--- config.mk ---
export PLATFORM = sky130hd
export DESIGN_NAME = arm_fetch
export DESIGN_NICKNAME = d
export VERILOG_FILES = /design/src/rtl/arm_fetch.sv
export SDC_FILE = /design/constraint.sdc
export NUM_CORES = 1
export LEC_CHECK = 0
export ABC_CLOCK_PERIOD_IN_PS = 10200
export CAP_MARGIN = 20
export CORE_UTILIZATION = 55
export DETAILED_ROUTE_END_ITERATION = 10
export GPL_ROUTABILITY_DRIVEN = 0
export HOLD_SLACK_MARGIN = 0.05
export PLACE_DENSITY = 0.8
export SLEW_MARGIN = 10
export SYNTH_ARGS = -nofsm -noshare
export SYNTH_HDL_FRONTEND = slang
export SYNTH_SLANG_ARGS = --single-unit
--- constraint.sdc ---
create_clock -name clk -period 10.2 [get_ports clk]
set_clock_uncertainty 0.2 [all_clocks]
set_input_delay 1.53 -clock clk [delete_from_list [all_inputs] [get_ports clk]]
set_output_delay 1.53 -clock clk [all_outputs]
set_load 0.02 [all_outputs]
--- src/rtl/arm_fetch.sv ---
// Fetch stage: word-aligned imem reads into an in-order {pc, word} queue that feeds decode over valid/ready.
// Zero-wait memory shows the first inst two cycles after its request; a redirect flushes the queue and drops in-flight words.
module arm_fetch #(
  parameter logic [31:0] RESET_PC = 32'h0000_0000,
  parameter int unsigned DEPTH    = 2
) (
  input  logic        clk,
  input  logic        reset_n,
  output logic        imem_req_valid,
  input  logic        imem_req_ready,
  output logic [31:0] imem_addr,
  input  logic        imem_rsp_valid,
  input  logic [31:0] imem_rsp_data,
  output logic        inst_valid,
  input  logic        inst_ready,
  output logic [31:0] inst,
  output logic [31:0] inst_pc,
  input  logic        redirect_valid,
  input  logic [31:0] redirect_pc
);

  localparam int unsigned CW = $clog2(DEPTH + 1);
  localparam int unsigned PW = (DEPTH > 1) ? $clog2(DEPTH) : 1;
  localparam logic [CW:0] DEPTH_W = (CW + 1)'(DEPTH);

  logic [31:0]   fetch_pc_q, rsp_pc_q, redir_pc;
  logic [31:0]   pc_q   [DEPTH];
  logic [31:0]   word_q [DEPTH];
  logic [PW-1:0] rd_ptr_q, wr_ptr_q;
  logic [CW-1:0] count_q, count_d, out_q, out_d, drop_q, drop_d;
  logic [CW:0]   credit;
  logic          req_fire, rsp_take, push, pop;

  function automatic logic [PW-1:0] ptr_inc(input logic [PW-1:0] p);
    return (p == PW'(DEPTH - 1)) ? '0 : p + PW'(1);
  endfunction

  // Every accepted request owns a queue slot until its word is popped or dropped,
  // so a push can never land on a full queue.
  assign credit         = {1'b0, out_q} + {1'b0, count_q};
  assign imem_req_valid = reset_n && !redirect_valid && (credit < DEPTH_W);
  assign imem_addr      = fetch_pc_q;
  assign inst_valid     = reset_n && !redirect_valid && (count_q != '0);
  assign inst           = word_q[rd_ptr_q];
  assign inst_pc        = pc_q[rd_ptr_q];
  assign redir_pc       = redirect_pc & 32'hFFFF_FFFC;

  always_comb begin
    rsp_take = imem_rsp_valid && (out_q != '0);
    req_fire = imem_req_valid && imem_req_ready;
    pop      = inst_valid && inst_ready;
    push     = rsp_take && (drop_q == '0) && !redirect_valid;

    out_d = out_q;
    if (req_fire && !rsp_take)      out_d = out_q + CW'(1);
    else if (rsp_take && !req_fire) out_d = out_q - CW'(1);

    // On redirect every request still in flight after this cycle becomes stale.
    drop_d = drop_q;
    if (redirect_valid)                      drop_d = out_d;
    else if (rsp_take && (drop_q != '0))     drop_d = drop_q - CW'(1);

    count_d = count_q;
    if (redirect_valid)     count_d = '0;
    else if (push && !pop)  count_d = count_q + CW'(1);
    else if (pop && !push)  count_d = count_q - CW'(1);
  end

  always_ff @(posedge clk) begin
    if (!reset_n) begin
      fetch_pc_q <= RESET_PC;
      rsp_pc_q   <= RESET_PC;
      rd_ptr_q   <= '0;
      wr_ptr_q   <= '0;
      count_q    <= '0;
      out_q      <= '0;
      drop_q     <= '0;
      for (int i = 0; i < int'(DEPTH); i++) begin
        pc_q[i]   <= '0;
        word_q[i] <= '0;
      end
    end else begin
      out_q   <= out_d;
      drop_q  <= drop_d;
      count_q <= count_d;
      if (redirect_valid) begin
        fetch_pc_q <= redir_pc;
        rsp_pc_q   <= redir_pc;
        rd_ptr_q   <= '0;
        wr_ptr_q   <= '0;
      end else begin
        if (req_fire) fetch_pc_q <= fetch_pc_q + 32'd4;
        if (push) begin
          pc_q[wr_ptr_q]   <= rsp_pc_q;
          word_q[wr_ptr_q] <= imem_rsp_data;
          wr_ptr_q         <= ptr_inc(wr_ptr_q);
          rsp_pc_q         <= rsp_pc_q + 32'd4;
        end
        if (pop) rd_ptr_q <= ptr_inc(rd_ptr_q);
      end
    end
  end

endmodule

==> results.cfg, run 1 <==
; synthesis and place-and-route metrics
[global_routing]
grt_pass1_wl_um = 30700
grt_pass1_vias = 6082
grt_use_met1_pct = 31.4

[synthesis]
yosysUniqueCellTypes = 61
avgSynthCellArea_um2 = 11.5
ys.flop_type = edfxtp_1
compound_area_share_pct = 6.58
ys_warn_count = 0
simple_gate_area_share_pct = 19.9

[cells_and_area]
clkCellAreaFrac_pct = 5.31
final_cell_mix = clkdlybuf4s50_1, and2_1, edfxtp_1
final-comb-area_um2 = 3750
largest_reg_flops = 64
final_layout_size_suffix_gt1_share_pct = 13.3
top_register = word_q

[timing]
setup_ws_ns = 4.90
final-max-slew-violation-count = 0
slew_headroom_pct = 42.9
finalSetupViolations = 0

[placement]
postPlaceCellArea_um2 = 10800

[floorplanning]
fp.dieH_um = 131
initCoreUtil_pct = 56.8
taps = 216

[hold_path]
hold_path_depth = 2

[clock_tree]
clock-sinks = 193
clkLatencyLatePin_ns = 0.43

[setup_path]
reg2regPathDepth = 7
rrSetupSlack_ns = 6.64
crit_type = input pin to primary output

[flow_run]
openroad.warnings = 28
maxCapViolCount = 0

[pwr]
power.switching_uw = 493

[outcome]
status = completed

[routing]
drc = 0
## run 1: cells in the mapped netlist (all sizes together) (13+ instances only)
library cell,number,area share (%)
a21oi,55,3.0
edfxtp,124,41
nor3,19,1.2
xor2,13,1.2
mux2,63,7.8
nor4,18,1.7
clkbuf,38,1.9
nor2,24,0.99
nand2,41,1.7
nand3,29,1.9
and2,125,8.6
xnor2,43,4.1
o21ai,38,2.1
dfxtp,69,15
## run 1: per-layer routing
metal | wire, um | up-vias | share of wire [%]
met1 | 8440 | 3107 | 43
li1 | - | 3116 | -
met2 | 9270 | 255 | 47
met3 | 1510 | 36 | 7.7
met4 | 458 | 0 | 2.3
met5 | 0 | - | 0
## run 1: critical path: stages
cell and delay, ns:
clkdlybuf4s50_1 0.45, buf_4 0.35, or2b_4 0.43, nor3_1 0.17, clkdlybuf4s50_1 0.63
Run 1, met2 routing:
Scale: 4 px per um.
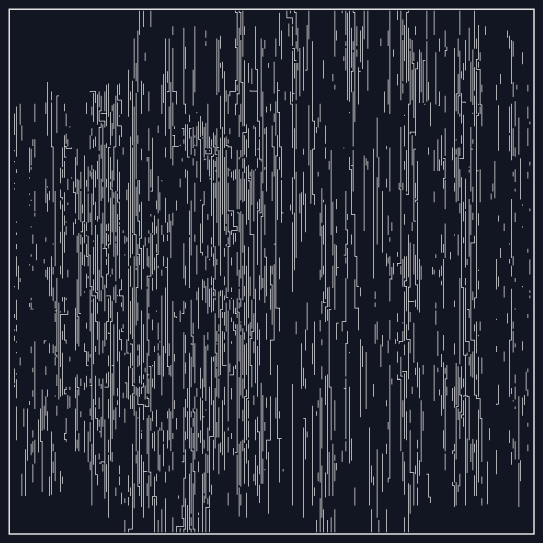
share of all routed wire: 47%
wire length on this layer: 9270 um
longest straight run: 45.6 um
vias after detailed routing: 6514
met2 usage: 37.7%
total routed wirelength: 19700 um

Run 1, wiring by layer:
Scale: 2 px per um. Two of the layers only.
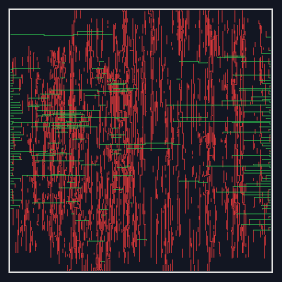
| color | layer | wire length |
|---|---|---|
| red | M2 | 9270 um |
| green | M3 | 1510 um |
global-route usage over all layers: 23.7%
DR WL/cell: 16.9 um

Run 1, placement view:
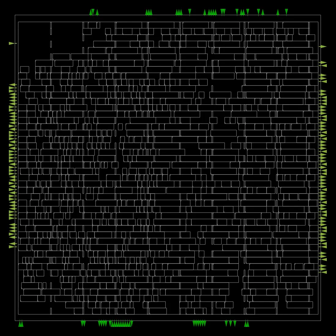
core area: 16100 um^2
Core Util, Final: 71.3%
sequential cell area share: 44.6%
sequential cell count: 193

Run 1, nets reached from selected ports:
Scale: 2 px per um.
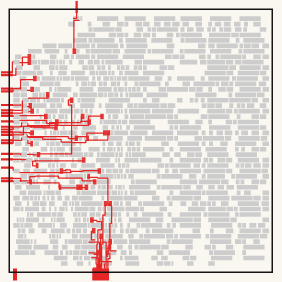

==> run 1 -> run 2 <==
- ABC_CLOCK_PERIOD_IN_PS: 10200 -> 4480
- CORE_UTILIZATION: 55 -> 48
- PLACE_DENSITY: 0.8 -> 0.74
- clock period: 10.2 -> 4.48 ns (I/O delays scaled with it)
Run 2, nets reached from selected ports:
Scale: 2 px per um.
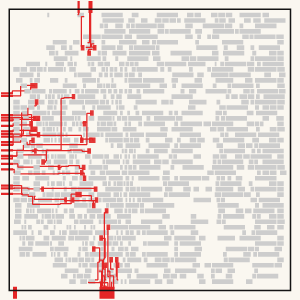
| color | port | bits | direction | edge | end cells | buffers | wire |
|---|---|---|---|---|---|---|---|
| red | redirect_pc | 32 | input | 19 left, 10 bottom, 3 top | 41 | 30 | 821 um |
IO Pins: 168
I/O Buffers: 161

Run 2, met2 routing:
Scale: 3 px per um.
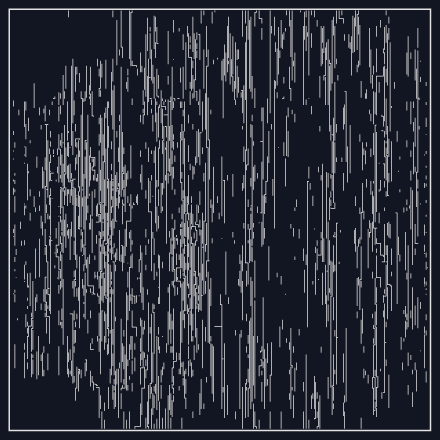
share of all routed wire: 46%
nets with wire on the layer: 846

Run 2, placement view:
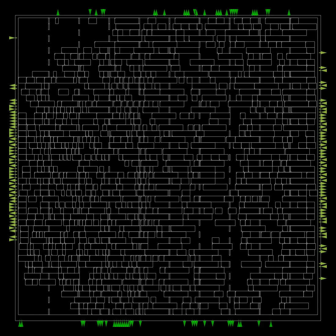
# fillers: 1544
tapcell count: 234
final non-filler cell total: 1183
core area: 18600 um^2
Core Util, Final: 61.6%

==> run 2 against run 1 <==
Compared with the run above:
- register-to-register slack worse by 5.2 ns
- via count decreased by 1.7%
- clock power is 120% higher
- global-route usage down 2.4 points
- die area increased by 14%
- sequential share of layout area decreased by 0.073 points
- wire length is 2.3% higher
- non-clock buffer count up 3
- final cell count rose by 1.8%
- first-iteration DRC count fell by 10%
- critical endpoint is now inst[9]
- largest cell class unchanged
==> results.cfg, run 2 <==
; synthesis and place-and-route metrics
[cells_and_area]
clkCellAreaFrac_pct = 4.84
final_layout_size_suffix_gt1_share_pct = 13.5
final_cell_mix = clkdlybuf4s50_1, and2_1, edfxtp_1
seq_share_pct = 44.5
top_register = word_q

[flow_run]
openroad.warnings = 28

[routing]
drc = 0
wl_met3_um = 1210
vias = 6406
routedWlPerCell_um = 17.0
wl_met1_um = 9280
dr_wl_met2_um = 9300
drt_wl_total_um = 20100

[setup_path]
crit_family = buffers and inverters
slowest_stage = dfxtp_2

[synthesis]
ys.flop_type = edfxtp_1
common_cells = and2_1, edfxtp_1, dfxtp_1
yosys.cell_count.top_type = and2_1
yosysUniqueCellTypes = 61
top_cell_area_share_pct = 40.8
simple_gate_area_share_pct = 19.9

[outcome]
status = completed

[placement]
postPlaceCellArea_um2 = 10900

[clock_tree]
clock-sinks = 193

[global_routing]
grt_pass1_wl_um = 32300
grtUsageMet2_pct = 34.3
grt_pass1_vias = 6300

[floorplanning]
fp.dieH_um = 140

[timing]
setup_ws_ns = 1.00
run 2: cell types whose count changed in the layout (fill, tap and decap cells not counted), moves of 2 or more:
cell and delta:
buf_12 +2, bufinv_16 -2, clkinvlp_4 -3, inv_4 +4
inv_6 -2
run 2: path summary, 6_finish.rpt:
check | cells after the start | startpoint | endpoint
hold / removal | 2 | rsp_pc_q[3]$_SDFFE_PN0P_ | rsp_pc_q[3]$_SDFFE_PN0P_
setup reg to reg | 6 | count_q[0]$_SDFFE_PP0P_ | imem_addr[10]$_SDFFE_PN0P_
setup / recovery | 3 | flip-flop | inst[9]
hold reg to reg | 2 | rsp_pc_q[3]$_SDFFE_PN0P_ | rsp_pc_q[3]$_SDFFE_PN0P_
Run 2, wiring by layer:
Scale: 2 px per um. Two of the layers only.
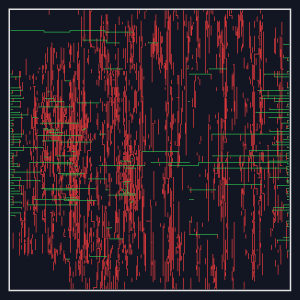

==> run 2 -> run 3 <==
- ABC_CLOCK_PERIOD_IN_PS: 4480 -> 3600
- CORE_UTILIZATION: 48 -> 53
- PLACE_DENSITY: 0.74 -> 0.78
- clock period: 4.48 -> 3.6 ns (I/O delays scaled with it)
Run 3, wiring by layer:
Scale: 2 px per um. Two of the layers only.
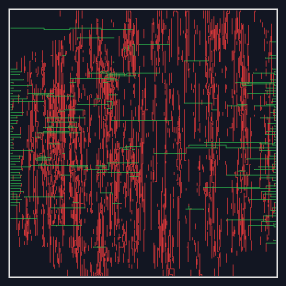
| color | layer | wire length |
|---|---|---|
| red | M2 | 9250 um |
| green | M3 | 1390 um |
vias after detailed routing: 6462
global-route usage over all layers: 23.2%
total routed wirelength: 19800 um
DR WL/cell: 16.8 um

Run 3, placement view:
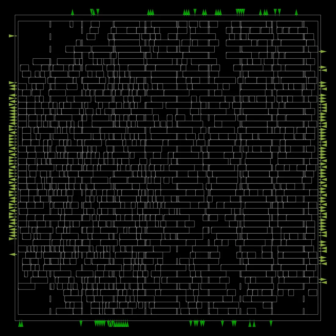
# fillers: 1232
sequential cell area share: 44.0%
final non-filler cell total: 1174
core area: 16700 um^2

==> run 3 against run 2 <==
Compared with the run above:
- global-route usage rose by 1.9 points
- wire length is 1.8% lower
- largest power group unchanged
- sequential share of layout area fell by 0.48 points
- combinational power is 26% higher
- total power is 28% higher
- highest routed layer unchanged
- sequential cell count is the same
- setup slack lost 0.47 ns
- largest cell class unchanged
- hold slack got worse by 0.016 ns
- register-to-register slack got worse by 0.60 ns
- die area down 9.3%
==> results.cfg, run 3 <==
; synthesis and place-and-route metrics
[synthesis]
yosysUniqueCellTypes = 61
ys.flop_type = edfxtp_1
avgSynthCellArea_um2 = 11.5
top_cell_area_share_pct = 40.8
yosys.cell_count.top_type = and2_1
common_cells = and2_1, edfxtp_1, dfxtp_1
yosysTopAreaCell = edfxtp_1
area_leaders = edfxtp_1, dfxtp_1, and2_1
ys_warn_count = 0

[setup_path]
reg2regPathDepth = 6
reg2reg_to = imem_addr[10]$_SDFFE_PN0P_
timing.rr.start = count_q[0]$_SDFFE_PP0P_
critPathLaunch = count_q[0]$_SDFFE_PP0P_
crit_type = flip-flop to primary output
rrSetupSlack_ns = 0.86
start_kind = flip-flop

[routing]
wl_met1_um = 8870
vias_per_cell = 5.50
drc = 0
wl_met3_um = 1390
dr_wl_met2_um = 9250
top_layer = met4

[cells_and_area]
utilization_pct = 69.5
largest_reg_flops = 64
final_layout_size_suffix_gt1_share_pct = 14.0
final_cell_mix = clkdlybuf4s50_1, and2_1, edfxtp_1

[global_routing]
grt.overflow.total = 0
grtUsageMet2_pct = 36.4
grt_pass1_vias = 6163
grt_pass1_wl_um = 32000
grt_use_met1_pct = 32.6

[outcome]
status = completed

[hold_path]
whs_endpoint = rd_ptr_q$_SDFFE_PP0P_
hold_path_depth = 2
hp-start = rd_ptr_q$_SDFFE_PP0P_

[timing]
setup_ws_ns = 0.539
final-max-slew-violation-count = 0
slew_headroom_pct = 63.4

[floorplanning]
initCoreUtil_pct = 54.6
ios = 168
fp.dieH_um = 133

[flow_run]
maxCapViolCount = 0

[placement]
portBuffers = 161

[clock_tree]
cts_resized = 0
clkLatencyLatePin_ns = 0.43
clock-sinks = 193

[pwr]
power.switching_mw = 1.40
Run 3, met2 routing:
Scale: 4 px per um.
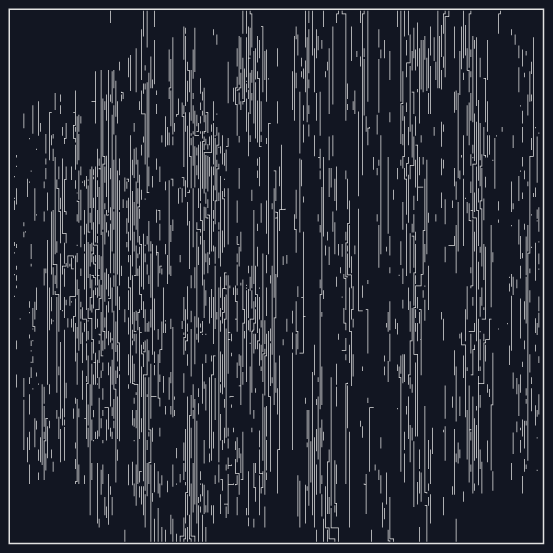
wire length on this layer: 9250 um
longest straight run: 51.8 um
main direction: vertical
nets with wire on the layer: 840
share of all routed wire: 47%

-- run 3: area by class of cell --
cell class | count | area (um^2)
inverter | 12 | 45.0
timing repair buffer | 177 | 1790
clock buffer | 19 | 453
fill | 1232 | 5100
clock inverter | 13 | 171
tap | 220 | 275
sequential | 193 | 5110
multi-input combinational | 540 | 3750
-- run 3: worst max-delay path: stages (launching register included) --
cell	delay, ns
dfxtp_1	0.40
and2_1	0.17
fa_1	0.48
nor3_1	0.22
clkdlybuf4s50_1	0.63
-- run 3: kinds of logic after synthesis --
kind of cell / share of synthesized area [%]
AOI/OAI and AO/OA: 6.58
xor gates and xnor gates: 5.38
adders and majority gates: 0.905
buffers and inverters: 3.28
DFF: 55.9
muxes: 7.99
other: 0.0411
and+or+nand+nor: 19.9
Power is estimated from default activity; no workload was simulated.
